===== config.mk =====
export PLATFORM = sky130hd
export DESIGN_NAME = board_refresh_ctrl_flat
export DESIGN_NICKNAME = d
export VERILOG_FILES = /design/src/rtl/board_refresh_if.sv /design/src/rtl/board_refresh_ctrl.sv /design/src/flat_wrapper.sv
export SDC_FILE = /design/constraint.sdc
export NUM_CORES = 1
export LEC_CHECK = 0
export CAP_MARGIN = 20
export CORE_MARGIN = 4
export CORE_UTILIZATION = 47
export DETAILED_ROUTE_END_ITERATION = 10
export PLACE_DENSITY = 0.77
export SLEW_MARGIN = 0
export SYNTH_ARGS = -nofsm -noshare
export SYNTH_HDL_FRONTEND = slang
export SYNTH_SLANG_ARGS = --single-unit

===== constraint.sdc =====
create_clock -name clk -period 3.4 [get_ports clk]
set_input_delay 1.02 -clock clk [delete_from_list [all_inputs] [get_ports clk]]
set_output_delay 1.02 -clock clk [all_outputs]
set_load 0.02 [all_outputs]

===== src/rtl/board_refresh_if.sv =====
`default_nettype none
`timescale 1ns/1ps
// ============================================================================
//  Module   : board_refresh_if
//  Purpose  : Signal bundle between the board refresh sequencer, the player
//             block, the board RAM and the display scanner.
//  Revision : 1.0  initial release
// ============================================================================
interface board_refresh_if #(
    parameter int COLS = 10
);
    logic              refresh;
    logic [19:0]       cell_x;
    logic [19:0]       cell_y;
    logic [4:0]        ram_addr;
    logic              ram_we;
    logic [COLS-1:0]   ram_wdata;
    logic [COLS-1:0]   ram_rdata;
    logic [4:0]        disp_addr;
    logic [COLS-1:0]   disp_data;
    logic              disp_valid;
    logic              busy;
    logic              refresh_done;
    logic [9:0]        lines_total;
    logic [15:0]       score;
    logic [2:0]        last_lines;

    // Sequencer side
    modport master (
        input  refresh, cell_x, cell_y, ram_rdata, disp_addr,
        output ram_addr, ram_we, ram_wdata, disp_data, disp_valid,
               busy, refresh_done, lines_total, score, last_lines
    );

    // Player / RAM / display side
    modport slave (
        output refresh, cell_x, cell_y, ram_rdata, disp_addr,
        input  ram_addr, ram_we, ram_wdata, disp_data, disp_valid,
               busy, refresh_done, lines_total, score, last_lines
    );
endinterface
`default_nettype wire


===== src/rtl/board_refresh_ctrl.sv =====
`default_nettype none
`timescale 1ns/1ps
// ============================================================================
//  Module   : board_refresh_ctrl
//  Purpose  : Board RAM sequencer. Merges a landed piece, compacts full rows
//             downward, zero-fills the top, keeps line/score counters and
//             lends the RAM port to the display scanner while idle.
//  Revision : 1.0  initial release
// ============================================================================
module board_refresh_ctrl #(
    parameter int COLS = 10,
    parameter int ROWS = 20
) (
    input  logic            clk,
    input  logic            rstn,
    board_refresh_if.master bus
);

    localparam logic [2:0] S_INIT     = 3'd0;
    localparam logic [2:0] S_IDLE     = 3'd1;
    localparam logic [2:0] S_MERGE_RD = 3'd2;
    localparam logic [2:0] S_MERGE_WR = 3'd3;
    localparam logic [2:0] S_SCAN_RD  = 3'd4;
    localparam logic [2:0] S_SCAN_EV  = 3'd5;
    localparam logic [2:0] S_FILL     = 3'd6;
    localparam logic [2:0] S_DONE     = 3'd7;

    localparam logic [4:0]      c_ROWS     = 5'(ROWS);
    localparam logic [4:0]      c_ROW_LAST = 5'(ROWS - 1);
    localparam logic [4:0]      c_COLS     = 5'(COLS);
    localparam logic [COLS-1:0] c_ONE      = COLS'(1);

    logic [2:0]      r_state, w_next;
    logic [4:0]      r_row;
    logic [19:0]     r_cx, r_cy;
    logic [1:0]      r_idx;
    logic [4:0]      r_src, r_dst, r_rows_left, r_k;
    logic            r_disp_valid;
    logic [9:0]      r_lines_total;
    logic [15:0]     r_score;
    logic [2:0]      r_last_lines;

    logic [4:0]      w_x, w_y, w_k_nxt, w_pts;
    logic            w_cell_ok, w_full, w_last_cell;
    logic            w_busy, w_we, w_done;
    logic [4:0]      w_addr;
    logic [COLS-1:0] w_wdata;
    logic [10:0]     w_lines_sum;
    logic [16:0]     w_score_sum;

    // Current cell coordinates and derived status
    always_comb begin
        case (r_idx)
            2'd0:    begin w_x = r_cx[4:0];   w_y = r_cy[4:0];   end
            2'd1:    begin w_x = r_cx[9:5];   w_y = r_cy[9:5];   end
            2'd2:    begin w_x = r_cx[14:10]; w_y = r_cy[14:10]; end
            default: begin w_x = r_cx[19:15]; w_y = r_cy[19:15]; end
        endcase
        w_cell_ok   = (w_y < c_ROWS) && (w_x < c_COLS);
        w_last_cell = (r_idx == 2'd3);
        w_full      = &bus.ram_rdata;
        // Cleared-row count including the row being evaluated this cycle
        w_k_nxt     = (r_state == S_SCAN_EV && w_full) ? r_k + 5'd1 : r_k;
        case (w_k_nxt)
            5'd0:    w_pts = 5'd0;
            5'd1:    w_pts = 5'd1;
            5'd2:    w_pts = 5'd3;
            5'd3:    w_pts = 5'd5;
            default: w_pts = 5'd8;
        endcase
        w_lines_sum = {1'b0, r_lines_total} + 11'(w_k_nxt);
        w_score_sum = {1'b0, r_score} + 17'(w_pts);
    end

    // State register
    always_ff @(posedge clk or negedge rstn) begin
        if (!rstn) r_state <= S_INIT;
        else       r_state <= w_next;
    end

    // Next-state logic
    always_comb begin
        w_next = r_state;
        case (r_state)
            S_INIT:     if (r_row == c_ROW_LAST) w_next = S_IDLE;
            S_IDLE:     if (bus.refresh) w_next = S_MERGE_RD;
            S_MERGE_RD: if (w_cell_ok)        w_next = S_MERGE_WR;
                        else if (w_last_cell) w_next = S_SCAN_RD;
            S_MERGE_WR: w_next = w_last_cell ? S_SCAN_RD : S_MERGE_RD;
            S_SCAN_RD:  w_next = S_SCAN_EV;
            S_SCAN_EV:  if (r_rows_left == 5'd1)
                            w_next = (w_k_nxt != 5'd0) ? S_FILL : S_DONE;
                        else
                            w_next = S_SCAN_RD;
            S_FILL:     if (r_dst == 5'd0) w_next = S_DONE;
            default:    w_next = S_IDLE;
        endcase
    end

    // Output logic: RAM port ownership, write strobes and completion pulse
    always_comb begin
        w_busy  = 1'b1;
        w_addr  = 5'd0;
        w_we    = 1'b0;
        w_wdata = '0;
        w_done  = 1'b0;
        case (r_state)
            S_INIT: begin
                w_addr = r_row;
                // no write strobe while reset is still held
                w_we   = rstn;
            end
            S_IDLE: begin
                w_busy = 1'b0;
                w_addr = bus.disp_addr;
            end
            S_MERGE_RD: w_addr = w_y;
            S_MERGE_WR: begin
                w_addr  = w_y;
                w_we    = 1'b1;
                w_wdata = bus.ram_rdata | (c_ONE << w_x);
            end
            S_SCAN_RD: w_addr = r_src;
            S_SCAN_EV: begin
                w_addr  = r_dst;
                w_we    = ~w_full;
                w_wdata = bus.ram_rdata;
            end
            S_FILL: begin
                w_addr = r_dst;
                w_we   = 1'b1;
            end
            default: w_done = 1'b1;
        endcase
    end

    // Datapath: cell latch, scan pointers, counters and display-valid flag
    always_ff @(posedge clk or negedge rstn) begin
        if (!rstn) begin
            r_row         <= 5'd0;
            r_cx          <= 20'd0;
            r_cy          <= 20'd0;
            r_idx         <= 2'd0;
            r_src         <= 5'd0;
            r_dst         <= 5'd0;
            r_rows_left   <= 5'd0;
            r_k           <= 5'd0;
            r_disp_valid  <= 1'b0;
            r_lines_total <= 10'd0;
            r_score       <= 16'd0;
            r_last_lines  <= 3'd0;
        end else begin
            r_disp_valid <= ~w_busy;
            case (r_state)
                S_INIT: r_row <= r_row + 5'd1;
                S_IDLE: if (bus.refresh) begin
                    r_cx        <= bus.cell_x;
                    r_cy        <= bus.cell_y;
                    r_idx       <= 2'd0;
                    r_src       <= c_ROW_LAST;
                    r_dst       <= c_ROW_LAST;
                    r_rows_left <= c_ROWS;
                    r_k         <= 5'd0;
                end
                S_MERGE_RD: if (!w_cell_ok) r_idx <= r_idx + 2'd1;
                S_MERGE_WR: r_idx <= r_idx + 2'd1;
                S_SCAN_EV: begin
                    r_k         <= w_k_nxt;
                    r_src       <= r_src - 5'd1;
                    r_rows_left <= r_rows_left - 5'd1;
                    if (!w_full) r_dst <= r_dst - 5'd1;
                end
                S_FILL: r_dst <= r_dst - 5'd1;
                default: ;
            endcase
            // Counters land on the edge entering DONE, alongside refresh_done
            if (w_next == S_DONE) begin
                r_last_lines  <= w_k_nxt[2:0];
                r_lines_total <= w_lines_sum[10] ? 10'h3FF   : w_lines_sum[9:0];
                r_score       <= w_score_sum[16] ? 16'hFFFF  : w_score_sum[15:0];
            end
        end
    end

    assign bus.ram_addr     = w_addr;
    assign bus.ram_we       = w_we;
    assign bus.ram_wdata    = w_wdata;
    assign bus.busy         = w_busy;
    assign bus.refresh_done = w_done;
    assign bus.disp_data    = bus.ram_rdata;
    assign bus.disp_valid   = r_disp_valid;
    assign bus.lines_total  = r_lines_total;
    assign bus.score        = r_score;
    assign bus.last_lines   = r_last_lines;

endmodule
`default_nettype wire


===== src/flat_wrapper.sv =====
// flat-port wrapper written by rule: the top's interface ports become plain ports
module board_refresh_ctrl_flat 
#(
    parameter int COLS = 10,
    parameter int ROWS = 20
)
  (clk, rstn, bus_refresh, bus_cell_x, bus_cell_y, bus_ram_rdata, bus_disp_addr, bus_ram_addr, bus_ram_we, bus_ram_wdata, bus_disp_data, bus_disp_valid, bus_busy, bus_refresh_done, bus_lines_total, bus_score, bus_last_lines);
  board_refresh_if #(.COLS(COLS)) bus_i ();
  input  logic clk;
  input  logic rstn;
  input wire logic [$bits(bus_i.refresh)-1:0] bus_refresh;
  input wire logic [$bits(bus_i.cell_x)-1:0] bus_cell_x;
  input wire logic [$bits(bus_i.cell_y)-1:0] bus_cell_y;
  input wire logic [$bits(bus_i.ram_rdata)-1:0] bus_ram_rdata;
  input wire logic [$bits(bus_i.disp_addr)-1:0] bus_disp_addr;
  output wire logic [$bits(bus_i.ram_addr)-1:0] bus_ram_addr;
  output wire logic [$bits(bus_i.ram_we)-1:0] bus_ram_we;
  output wire logic [$bits(bus_i.ram_wdata)-1:0] bus_ram_wdata;
  output wire logic [$bits(bus_i.disp_data)-1:0] bus_disp_data;
  output wire logic [$bits(bus_i.disp_valid)-1:0] bus_disp_valid;
  output wire logic [$bits(bus_i.busy)-1:0] bus_busy;
  output wire logic [$bits(bus_i.refresh_done)-1:0] bus_refresh_done;
  output wire logic [$bits(bus_i.lines_total)-1:0] bus_lines_total;
  output wire logic [$bits(bus_i.score)-1:0] bus_score;
  output wire logic [$bits(bus_i.last_lines)-1:0] bus_last_lines;
  assign bus_i.refresh = bus_refresh;
  assign bus_i.cell_x = bus_cell_x;
  assign bus_i.cell_y = bus_cell_y;
  assign bus_i.ram_rdata = bus_ram_rdata;
  assign bus_i.disp_addr = bus_disp_addr;
  assign bus_ram_addr = bus_i.ram_addr;
  assign bus_ram_we = bus_i.ram_we;
  assign bus_ram_wdata = bus_i.ram_wdata;
  assign bus_disp_data = bus_i.disp_data;
  assign bus_disp_valid = bus_i.disp_valid;
  assign bus_busy = bus_i.busy;
  assign bus_refresh_done = bus_i.refresh_done;
  assign bus_lines_total = bus_i.lines_total;
  assign bus_score = bus_i.score;
  assign bus_last_lines = bus_i.last_lines;
  board_refresh_ctrl #(.COLS(COLS), .ROWS(ROWS)) u_core (.clk(clk), .rstn(rstn), .bus(bus_i));
endmodule

==> notes.md, run 1 <==
flow finished, numbers: CTS sink count around 100, synthesized area per cell 8.796 um2, H-Tree Depth 3, clk slew on worst S/H paths 0.07 ns, I/O pin cnt 116, hold_buf cts 0, Post-Place Cell Area 7705 um2, drt wl/cell 18.00 um, fin util 0.7203, fmax 268.6 MHz, IO Port Bufs 115, AO/OA Area Share 0.1590, Fin. Hold Viols 0, Synth Seq Share 0.4246, Setup Skew between 0.007 and 0.008 ns, # setup viols final 26, initial antenna violation count 0, failing checks negative setup slack, Fin Setup TNS -4.882 ns, dpl ws -1.126 ns, slowest CP cell or3b_4, worst hold stages 2, Unique masters post-synth 68, R2R setup slack -0.13 ns, critical path launch point type input pin, yosys xor share 0.02527, CTS tree done, Initial Util 0.4846, Worst path max stage delay 0.43 ns, final cell count without fillers around 1,000, Tot GR Track Use 0.2345, wirelength, routed 18.85 mm, layout cells sized above 1 0.2981, Worst Tran Pin Value roughly 0.87 ns, # fillers 835, Nets 952, post-placement cell count 992, Final ANT Viol Nets 0, Clock Path Buffers 2, leak pwr 4.079 nW, Hold Startpoint u_core.r_cy[0], critical path arrival 3.95 ns, HP Class reg -> reg, RR Endpoint u_core.bus.score[5], Synth Area in Adders 0.04501, Post-synth regs 100, CTS Buf Count 9, design area 8760 um2, worst reg2reg startpoint u_core.r_state[1], ant diodes 0, Chip Area 14,390 um2, Core Rows 40, EDFF count, synth 0, crit path max fanout 5, simple share 0.2263, core area roughly 12,000 um2, tool warnings 33, Logic cell area 3552 um2, yosys stat area around 5900 um2, Final Cycle Share 1.095, FFs w/ async S/R, synth 1.000, crit-path most repeated cell buf_6, status finished, violations left, Worst Hold Path EP u_core.r_cy[0], hold slack 0.4835 ns, die height 120.0 um, global-route wire length before repair 27.90 mm, Pins Over Slew Limit 0, Reg2Reg Depth 14, vias approximately 6,000, Synth Warn # 0, die width 120.0 um, Cell Area, Synth 5893 um2, post-DP HPWL 12.15 mm, Yosys Instances between 600 and 700, unrepaired setup endpoints after global routing true, Crit. End Element register, GPL Wtd Cong 0.8798, Final WS setup -0.3232 ns, Slew HR 0.4172
run 1: power breakdown:
| group | internal [mW] | switching [mW] | total (mW) |
|---|---|---|---|
| Clock | 0.572 | 0.472 | 1.04 |
| Sequential | 1.56 | 0.329 | 1.89 |
| Combinational | 1.29 | 1.55 | 2.84 |
| Total | 3.42 | 2.35 | 5.77 |
run 1: cell usage after synthesis, drive strengths merged, types with 2 or more instances:
| cell type | n | area [um2] |
|---|---|---|
| or4 | 5 | 37.54 |
| o21ai | 43 | 215.2 |
| a22o | 4 | 35.03 |
| clkbuf | 25 | 93.84 |
| ha | 18 | 225.2 |
| a221o | 2 | 20.02 |
| a21o | 6 | 45.04 |
| nor2 | 35 | 131.4 |
| a222oi | 7 | 70.07 |
| a31oi | 14 | 87.58 |
| buf | 19 | 146.4 |
| and2 | 5 | 31.28 |
| nor2b | 4 | 25.02 |
| nand2 | 175 | 656.9 |
| nand3 | 13 | 65.06 |
| o2111ai | 3 | 26.28 |
| a32oi | 2 | 17.52 |
| inv | 26 | 97.59 |
| mux2i | 10 | 112.6 |
| fa | 2 | 40.04 |
| a21oi | 17 | 85.08 |
| mux4 | 2 | 45.04 |
| mux2 | 18 | 202.7 |
| o22ai | 2 | 12.51 |
| clkinv | 2 | 7.510 |
| nand4b | 3 | 32.53 |
| xnor2 | 12 | 105.1 |
| a32o | 3 | 30.03 |
| nor4 | 4 | 31.28 |
| nor3 | 19 | 95.09 |
| dfrtp | 100 | 2502 |
| nand4 | 9 | 77.57 |
| or3 | 2 | 12.51 |
| xor2 | 5 | 43.79 |
| nor4b | 2 | 17.52 |
| a211oi | 4 | 30.03 |
| o211ai | 9 | 77.57 |
| nand2b | 6 | 37.54 |
| a22oi | 9 | 67.56 |
| and3 | 4 | 25.02 |
| and4 | 2 | 17.52 |
| o31ai | 4 | 30.03 |
run 1: final cells by class:
type / count / area share
Multi-Input combinational cell: 498 / 0.4055
Sequential cell: 100 / 0.2858
Timing Repair Buffer: 237 / 0.2387
Clock buffer: 10 / 0.02614
Tap cell: 168 / 0.02400
Inverter: 28 / 0.01257
Clock inverter: 6 / 0.007285
run 1: cells in the final DEF, fill, tap and decap left out, types with 6 or more instances in the layout:
cell and n:
nor3_1 18, buf_4 119, buf_2 6, ha_1 11
clkdlybuf4s50_1 87, nor2_1 29, o21ai_1 6, mux2_4 8
a21o_1 6, nand2b_1 6, nand2_1 171, buf_6 18
clkbuf_16 9, a31oi_1 11, mux2i_1 7, dfrtp_1 99
nand3_1 11, o21ai_0 30, a21oi_1 12, nand4_1 7
o21ai_2 6, inv_1 22, o211ai_1 7, a22oi_1 6
xnor2_1 10, a222oi_1 7, mux2_2 8
run 1: layer usage:
metal,vias up,GRT usage,wire length [um]
li1,2759,-,-
met1,2896,0.2758,7271
met2,274,0.4299,9930
met3,53,0.04241,1117
met4,0,0.07659,528
met5,-,0,0
run 1: critical path: cells and delay by family:
family	cells	cell delay, ns
muxes	1	0.27
adders and majority gates	2	0.57
buffers and inverters	3	0.36
and+or+nand+nor	7	1.34
AOI/OAI and AO/OA	3	0.39
run 1: timing repair:
item | CTS | global route
pin swaps | 40 | 34
setup endpoints to repair | 42 | 42
buffers inserted | 26 | 15
gates resized | 167 | 78
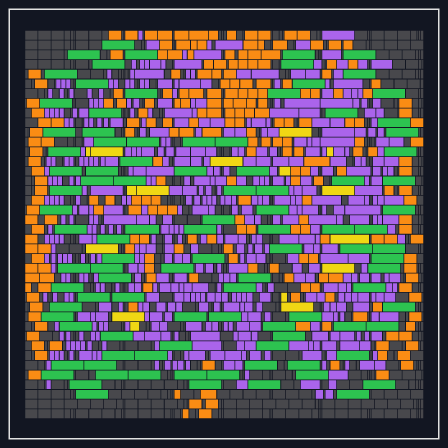
Figure 1: run 1, cell classes on the final placement.
Fill, decap, tap and diode cells in grey.
colour	class	cells
yellow	clock drivers and dummy loads	16
purple	remaining logic cells	526
orange	remaining buffers and delay cells	237
green	sequential cells	100

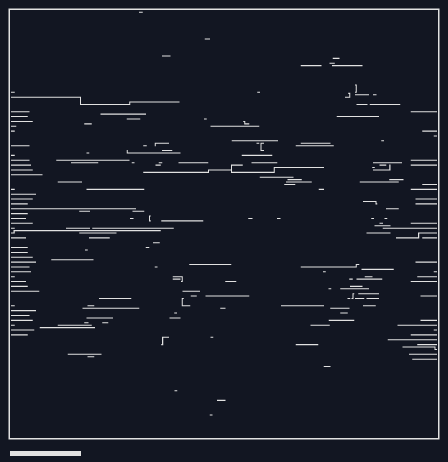
Figure 2: run 1, the metal 3 layer.
The bar under the picture is 20 um long.
share of all routed wire	5.9%
main direction	horizontal
wire length on this layer	1,120 um
nets with wire on the layer	153

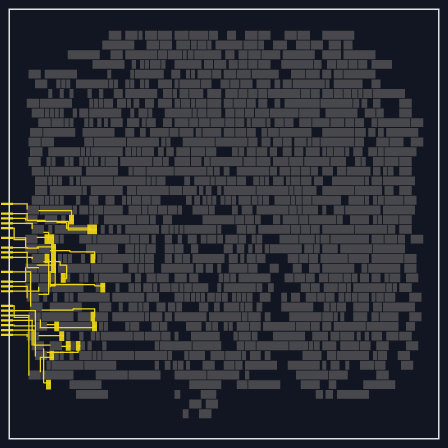
Figure 3: run 1, I/O nets highlighted.
colour	port	bits	direction	edge	end cells	wire
yellow	bus_cell_y	20	input	left	20	406 um

Figure 4. Metal 2 (run 1).
Cells faint in the background.
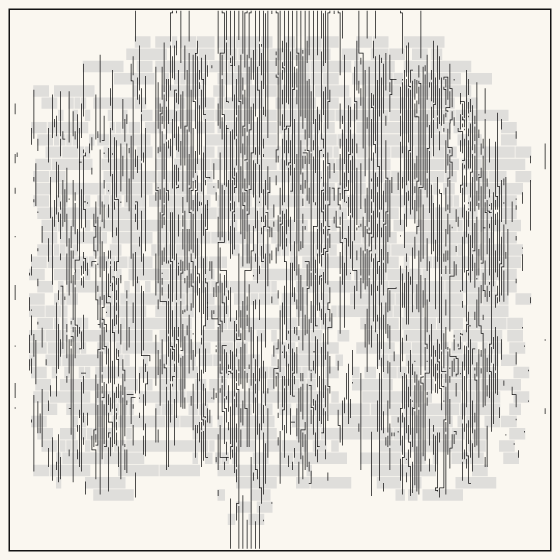

==> run 1 -> run 2 <==
CORE_UTILIZATION = 50   (was 47)
PLACE_DENSITY = 0.78   (was 0.77)
clock period = 3.92 ns   (was 3.4 ns; I/O delays follow)
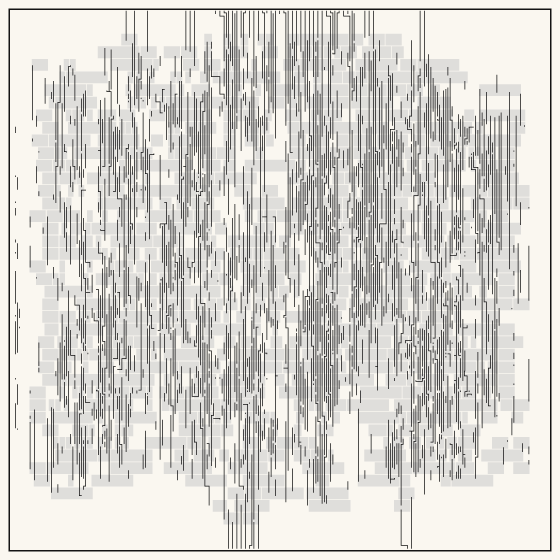
Figure 5: run 2, metal 2.
Cells faint in the background.
main direction	vertical
wire length on this layer	8,930 um
nets with wire on the layer	805
share of all routed wire	52%
longest straight run	40.1 um

==> run 2 against run 1 <==
The flow now finishes without violations. Hold slack worse by 0.0035 ns. Synthesized area unchanged. Global-route usage up 0.71 points. First-iteration DRC count down 12%. Cell count down 4.8%. Sequential share of layout area up 2.4 points. Clock-buffer cell count up 1. Final area down 7.8%. Sequential power down 14%. Combinational power down 28%.
==> notes.md, run 2 <==
flow finished, numbers: wire length on met1 6.745 mm (-7.2%), most common logic cell in the routed design nand2_1, Tot GR Track Use 0.2417 (+0.007137), wirelength, routed 17.04 mm (-9.6%), CTS sink count 100 (unchanged), Final Cycle Share 0.9897, leak pwr 3.840 nW (-5.9%), critical path launch point type input pin, Synth Seq Share 0.4246 (unchanged), hold slack 0.4801 ns (-0.003474 ns), post-placement cell count 952 (-4.0%), Fin Setup TNS 0 ns (+4.882 ns), Logic cell area 3187 um2 (-10%), hold_buf cts 0 (unchanged), Fin. Hold Viols 0 (unchanged), dpl ws -0.7833 ns (+0.3430 ns), fin util 0.7045 (-0.01574), dominant cell by count in the synthesized netlist nand2_1, worst hold stages 2 (unchanged), Nets 927 (-2.6%), top layer in use met4, FFs w/ async S/R, synth 1.000 (unchanged), GPL Wtd Cong 0.9085 (+3.3%), worst reg2reg startpoint u_core.r_k[1], Final WS setup 0.04028 ns (+0.3634 ns), tool warnings 31 (-6.1%), Worst Tran Pin Value 0.9070 ns (+0.03287 ns), Post-Place Cell Area 7555 um2 (-1.9%), critical path arrival 4.11 ns (+0.16 ns), CTS tree done, # setup viols final 0 (-100%), area leader, netlist dfrtp_1, final cell count without fillers 997 (-4.8%), Unique masters post-synth 68 (unchanged), status complete, no violations, fmax 257.8 MHz, post-DP HPWL 11.96 mm (-1.6%), RR Endpoint u_core.bus.score[7], Slew HR 0.3953 (-0.02191), Synth top cells by count nand2_1, dfrtp_1, o21ai_0, Chip Area 13,590 um2 (-5.6%), Setup Skew 0.01096 ns (+0.003665 ns), vias 5,714 (-4.5%), Worst Hold Path EP u_core.r_cy[14], Initial Util 0.5139 (+0.02934), Post-synth regs 100 (unchanged), synthesized area per cell 8.796 um2 (unchanged), EDFF count, synth 0 (unchanged), Reg2Reg Depth 14 (unchanged), crit path max fanout 5 (unchanged), Clock Path Buffers 2 (unchanged), design area 8079 um2 (-7.8%), drt wl/cell 17.09 um (-5.1%), clk slew on worst S/H paths 0.07 ns (about the same), overall power 4.541 mW, yosys stat area 5893 um2 (unchanged), H-Tree Depth 3 (unchanged), met3 wire length 929 um (-17%), R2R setup slack 0.33 ns (+0.46 ns), CTS Buf Count 9 (unchanged), # fillers 885 (+6.0%), Crit. End Element register, top cells by area dfrtp_1, nand2_1, ha_1, core area 11,470 um2 (-5.7%), Final ANT Viol Nets 0 (unchanged), Cell Area, Synth 5893 um2 (unchanged), most frequent cells in the layout nand2_1, dfrtp_1, buf_4, global-route wire length before repair 26.52 mm (-4.9%), Pins Over Slew Limit 0 (unchanged), initial antenna violation count 0 (unchanged), Max-area cell share 0.4246 (unchanged), routed wl met2 8.932 mm (-10%), die width 116.6 um (-2.8%), Yosys Instances 670 (unchanged), Reg area 2502 um2
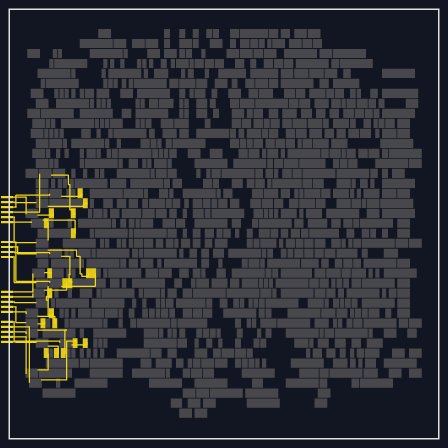
Figure 6: run 2, I/O nets highlighted.
colour	port	bits	direction	edge	end cells	wire
yellow	bus_cell_y	20	input	left	20	404 um
IO Port Bufs: 115
I/O pin cnt: 116

[run 2: cell counts after synthesis]
No cell type changed its count.
[run 2: metal layers]
metal | vias up | GRT usage
met3 | 40 | 0.04819
met2 | 224 | 0.4348
met5 | - | 0
met4 | 0 | 0.06881
li1 | 2707 | -
met1 | 2743 | 0.2944
[run 2: critical path: cells and delay by family]
family                   cells  cell delay [ns]
AND/OR/NAND/NOR              7             1.32
adder cells (fa/ha/maj)      2             0.56
multiplexers                 1             0.27
AND-OR/OR-AND                3             0.44
buffers and inverters        3             0.34
[run 2: logic make-up (layout without fill, tap and decap cells)]
kind of cell    Yosys count  count (layout)  synth area share
fa+ha+maj                20              20           0.04501
xor+xnor                 17              17           0.02526
buf+inv                  72             256           0.05860
flops                   100             100            0.4246
mux                      30              30           0.06115
compound gates          138             138            0.1590
simple gates            293             293            0.2263
[run 2: worst max-delay path by stage]
stage                           from                    to  slack [ns]  depth (start not counted)
finish              bus_ram_rdata[7]  u_core.bus.score[13]        0.04                         16
global route         u_core.r_idx[0]       bus_ram_addr[4]       -0.08                          9
CTS                 bus_ram_rdata[1]   u_core.bus.score[7]      0.0003                         15
detailed placement  bus_ram_rdata[2]   u_core.bus.score[7]       -0.78                         14
global placement    bus_ram_rdata[2]   u_core.bus.score[9]       -0.66                         14
floorplan           bus_ram_rdata[9]   u_core.bus.score[5]       -0.21                         16
[run 2: cell type report]
class | count | share of cell area
repair buffers | 212 | 0.2250
inverters | 28 | 0.01301
clock inverters | 5 | 0.005575
multi-input cells | 498 | 0.3945
clock buffers | 11 | 0.03004
well taps | 143 | 0.02215
flip-flops and latches | 100 | 0.3097
[run 2: where the power goes]
| part | switching, mW | total [mW] | internal [mW] |
|---|---|---|---|
| combinational | 1.15 | 2.05 | 0.895 |
| sequential | 0.272 | 1.62 | 1.35 |
| clock | 0.415 | 0.873 | 0.458 |
| total | 1.84 | 4.54 | 2.70 |
[run 2: timing repair]
action                                  CTS  global route
pin swaps                                18            16
hold endpoints to repair                  0             0
gates cloned                              0             1
endpoints found under the setup margin   41            43
buffers inserted                         22             6
gates resized                            53            51
==> run 2 -> run 3 <==
CORE_MARGIN = not set   (was 4)
==> run 3 against run 2 <==
Non-clock buffer count grew 2. Synthesized cell count unchanged. Final area up 2.6%. Highest routed layer unchanged. Hold slack better by 0.0063 ns.
==> notes.md, run 3 <==
flow finished, numbers: global-route wire length before repair 27.23 mm (+2.7%), Final WS setup 0.01669 ns (-0.02359 ns), Fin. Hold Viols 0 (unchanged), CTS tree done, clk slew on worst S/H paths 0.07 ns (about the same), critical path arrival 4.17 ns (+0.06 ns), synthesized area per cell 8.796 um2 (unchanged), worst hold stages 2 (unchanged), fmax 256.2 MHz (-0.60%), IO Port Bufs 115 (unchanged), Yosys Instances 670 (unchanged), die height ~110 um, most frequent cells in the layout nand2_1, buf_4, dfrtp_1, I/O pin cnt 116 (unchanged), Synth top cells by count nand2_1, dfrtp_1, o21ai_0, dominant cell by count in the synthesized netlist nand2_1, critical path launch point type input pin, Slew HR 0.4876 (+0.09233), Final ANT Viol Nets 0 (unchanged), most common logic cell in the routed design nand2_1, pwr dens 564.5 nW/um2, FFs w/ async S/R, synth 1.000 (unchanged), Worst Tran Pin Value 0.7686 ns (-0.1385 ns), Pins Over Slew Limit 0 (unchanged), Reg2Reg Depth 15 (+1), post-DP HPWL 11.74 mm (-1.8%), Tot GR Track Use 0.2737 (+0.03201), Setup Skew 0.005514 ns (-0.005441 ns), initial DRC count roughly 470, total grt overflow 0, Cell Area, Synth 5893 um2 (unchanged), die width 110.6 um (-5.1%), GPL Wtd Cong 0.8983 (-1.1%), layout cells sized above 1 0.2336, top cells by area dfrtp_1, nand2_1, ha_1, Synth Seq Share 0.4246 (unchanged), CTS sink count 100 (unchanged), Initial Util 0.5139 (unchanged), Clock Path Buffers 2 (unchanged), status complete, no violations, leak pwr 3.931 nW (+2.3%), Crit. End Element register, CTS Buf Count 9 (unchanged), drt wl/cell 17.24 um (+0.87%), Final Cycle Share 0.9957 (+0.006018), # setup viols final 0 (unchanged), dpl ws -0.7832 ns (+0.00008500 ns), Unique masters post-synth 68 (unchanged), final worst path period need 3.903 ns, Post-synth regs 100 (unchanged), H-Tree Depth 3 (unchanged), yosys stat area 5893 um2 (unchanged), Chip Area 12,220 um2 (-10%), tool warnings 32 (+3.2%), Nets 929 (+0.22%), Max-area cell share 0.4246 (unchanged), area leader, netlist dfrtp_1, hold_buf cts 0 (unchanged), initial antenna violation count 0 (unchanged), EDFF count, synth 0 (unchanged), crit path max fanout 5 (unchanged)
==> run 3: timing repair <==
action,CTS,global route
pin swaps,17,23
gates resized,63,74
endpoints found under the setup margin,41,43
buffers inserted,18,10
cloned,0,1
==> run 3: kinds of logic (layout without fill, tap and decap cells) <==
| family | count (synthesis) | count (layout) | synth area share |
|---|---|---|---|
| AND/OR/NAND/NOR | 293 | 293 | 0.2263 |
| AND-OR/OR-AND | 138 | 138 | 0.1590 |
| flip-flops | 100 | 100 | 0.4246 |
| buffers and inverters | 72 | 258 | 0.05860 |
| multiplexers | 30 | 30 | 0.06115 |
| adder cells (fa/ha/maj) | 20 | 20 | 0.04501 |
| XOR/XNOR | 17 | 17 | 0.02526 |
==> run 3: routing by layer <==
metal | GRT usage | up-vias | share of wire
li1 | - | 2705 | -
met1 | 0.3197 | 2834 | 0.39
met2 | 0.4907 | 206 | 0.53
met3 | 0.05104 | 36 | 0.052
met4 | 0.1138 | 0 | 0.029
met5 | 0 | - | 0
==> run 3: final timing paths <==
kind | from | endpoint | slack (ns)
hold / removal | u_core.r_cy[7] | u_core.r_cy[7] | 0.49
hold reg to reg | u_core.r_cy[7] | u_core.r_cy[7] | 0.49
min in group asynchronous | rstn | u_core.bus.score[7] | 0.93
setup reg to reg | u_core.r_state[1] | u_core.bus.score[13] | 0.38
max in group asynchronous | rstn | u_core.r_idx[0] | 1.77
setup / recovery | bus_ram_rdata[8] | u_core.bus.score[9] | 0.02
==> run 3: critical path: stages <==
cell      delay (ns)
buf_8           0.08
nand4_4         0.12
or4_4           0.58
o21ai_4         0.15
and2_4          0.17
nand2_4         0.05
a211oi_2        0.21
ha_2            0.24
fa_2            0.21
a21o_1          0.14
a21oi_2         0.08
or4_4           0.56
inv_4           0.11
a21oi_4         0.06
a32oi_1         0.22
==> run 3: layout make-up <==
cell class              instances  area (um2)
clock buffers                  10       239.0
clock inverters                 6       78.83
fillers                       822        3181
inverters                      28       107.6
multi-input cells             498        3296
flip-flops and latches        100        2504
well taps                     143       178.9
repair buffers                214        1883
==> run 3: per-stage QoR <==
stage | power, mW | hold WS, ns | cells | cell area, um2 | setup TNS [ns]
2_1_floorplan | 2.847 | 0.4453 | 670 | 5947 | -1.291
3_3_place_gp | 3.530 | 0.4577 | 954 | 7570 | -14.55
3_5_place_dp | 3.629 | 0.4639 | 954 | 7570 | -17.33
4_1_cts | 4.583 | 0.4836 | 988 | 8019 | 0
5_1_grt | 4.978 | 0.5129 | 999 | 8287 | -0.6371
6_report | 4.678 | 0.4864 | 999 | 8287 | 0
==> run 3: power by group <==
group	total, mW	switching [mW]	internal, mW
sequential	1.62	0.268	1.35
clock	0.957	0.429	0.528
combinational	2.10	1.19	0.915
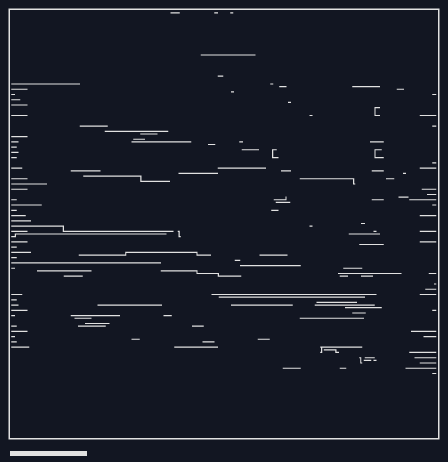
Figure 7: run 3, the metal 3 layer.
The bar under the picture is 20 um long.
wire length on this layer	889 um
longest straight run	42.3 um
vias: 5,781
wirelength, routed: 17.22 mm

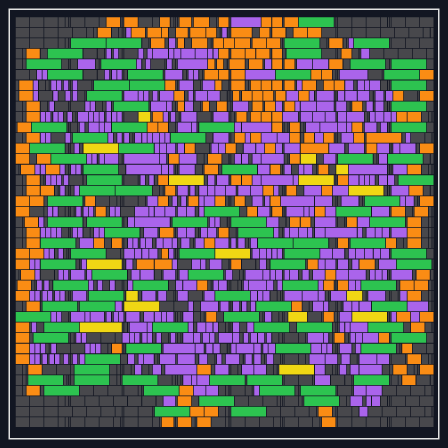
Figure 8: run 3, cell classes on the final placement.
Fill, decap, tap and diode cells in grey.
colour	class	cells
green	sequential cells	100
purple	remaining logic cells	526
orange	remaining buffers and delay cells	214
yellow	clock drivers and dummy loads	16
flop share of the area: 0.3021
core area: 11,470 um2
fin util: 0.7226
Core Rows: 39

Power and IR drop assume default switching activity.
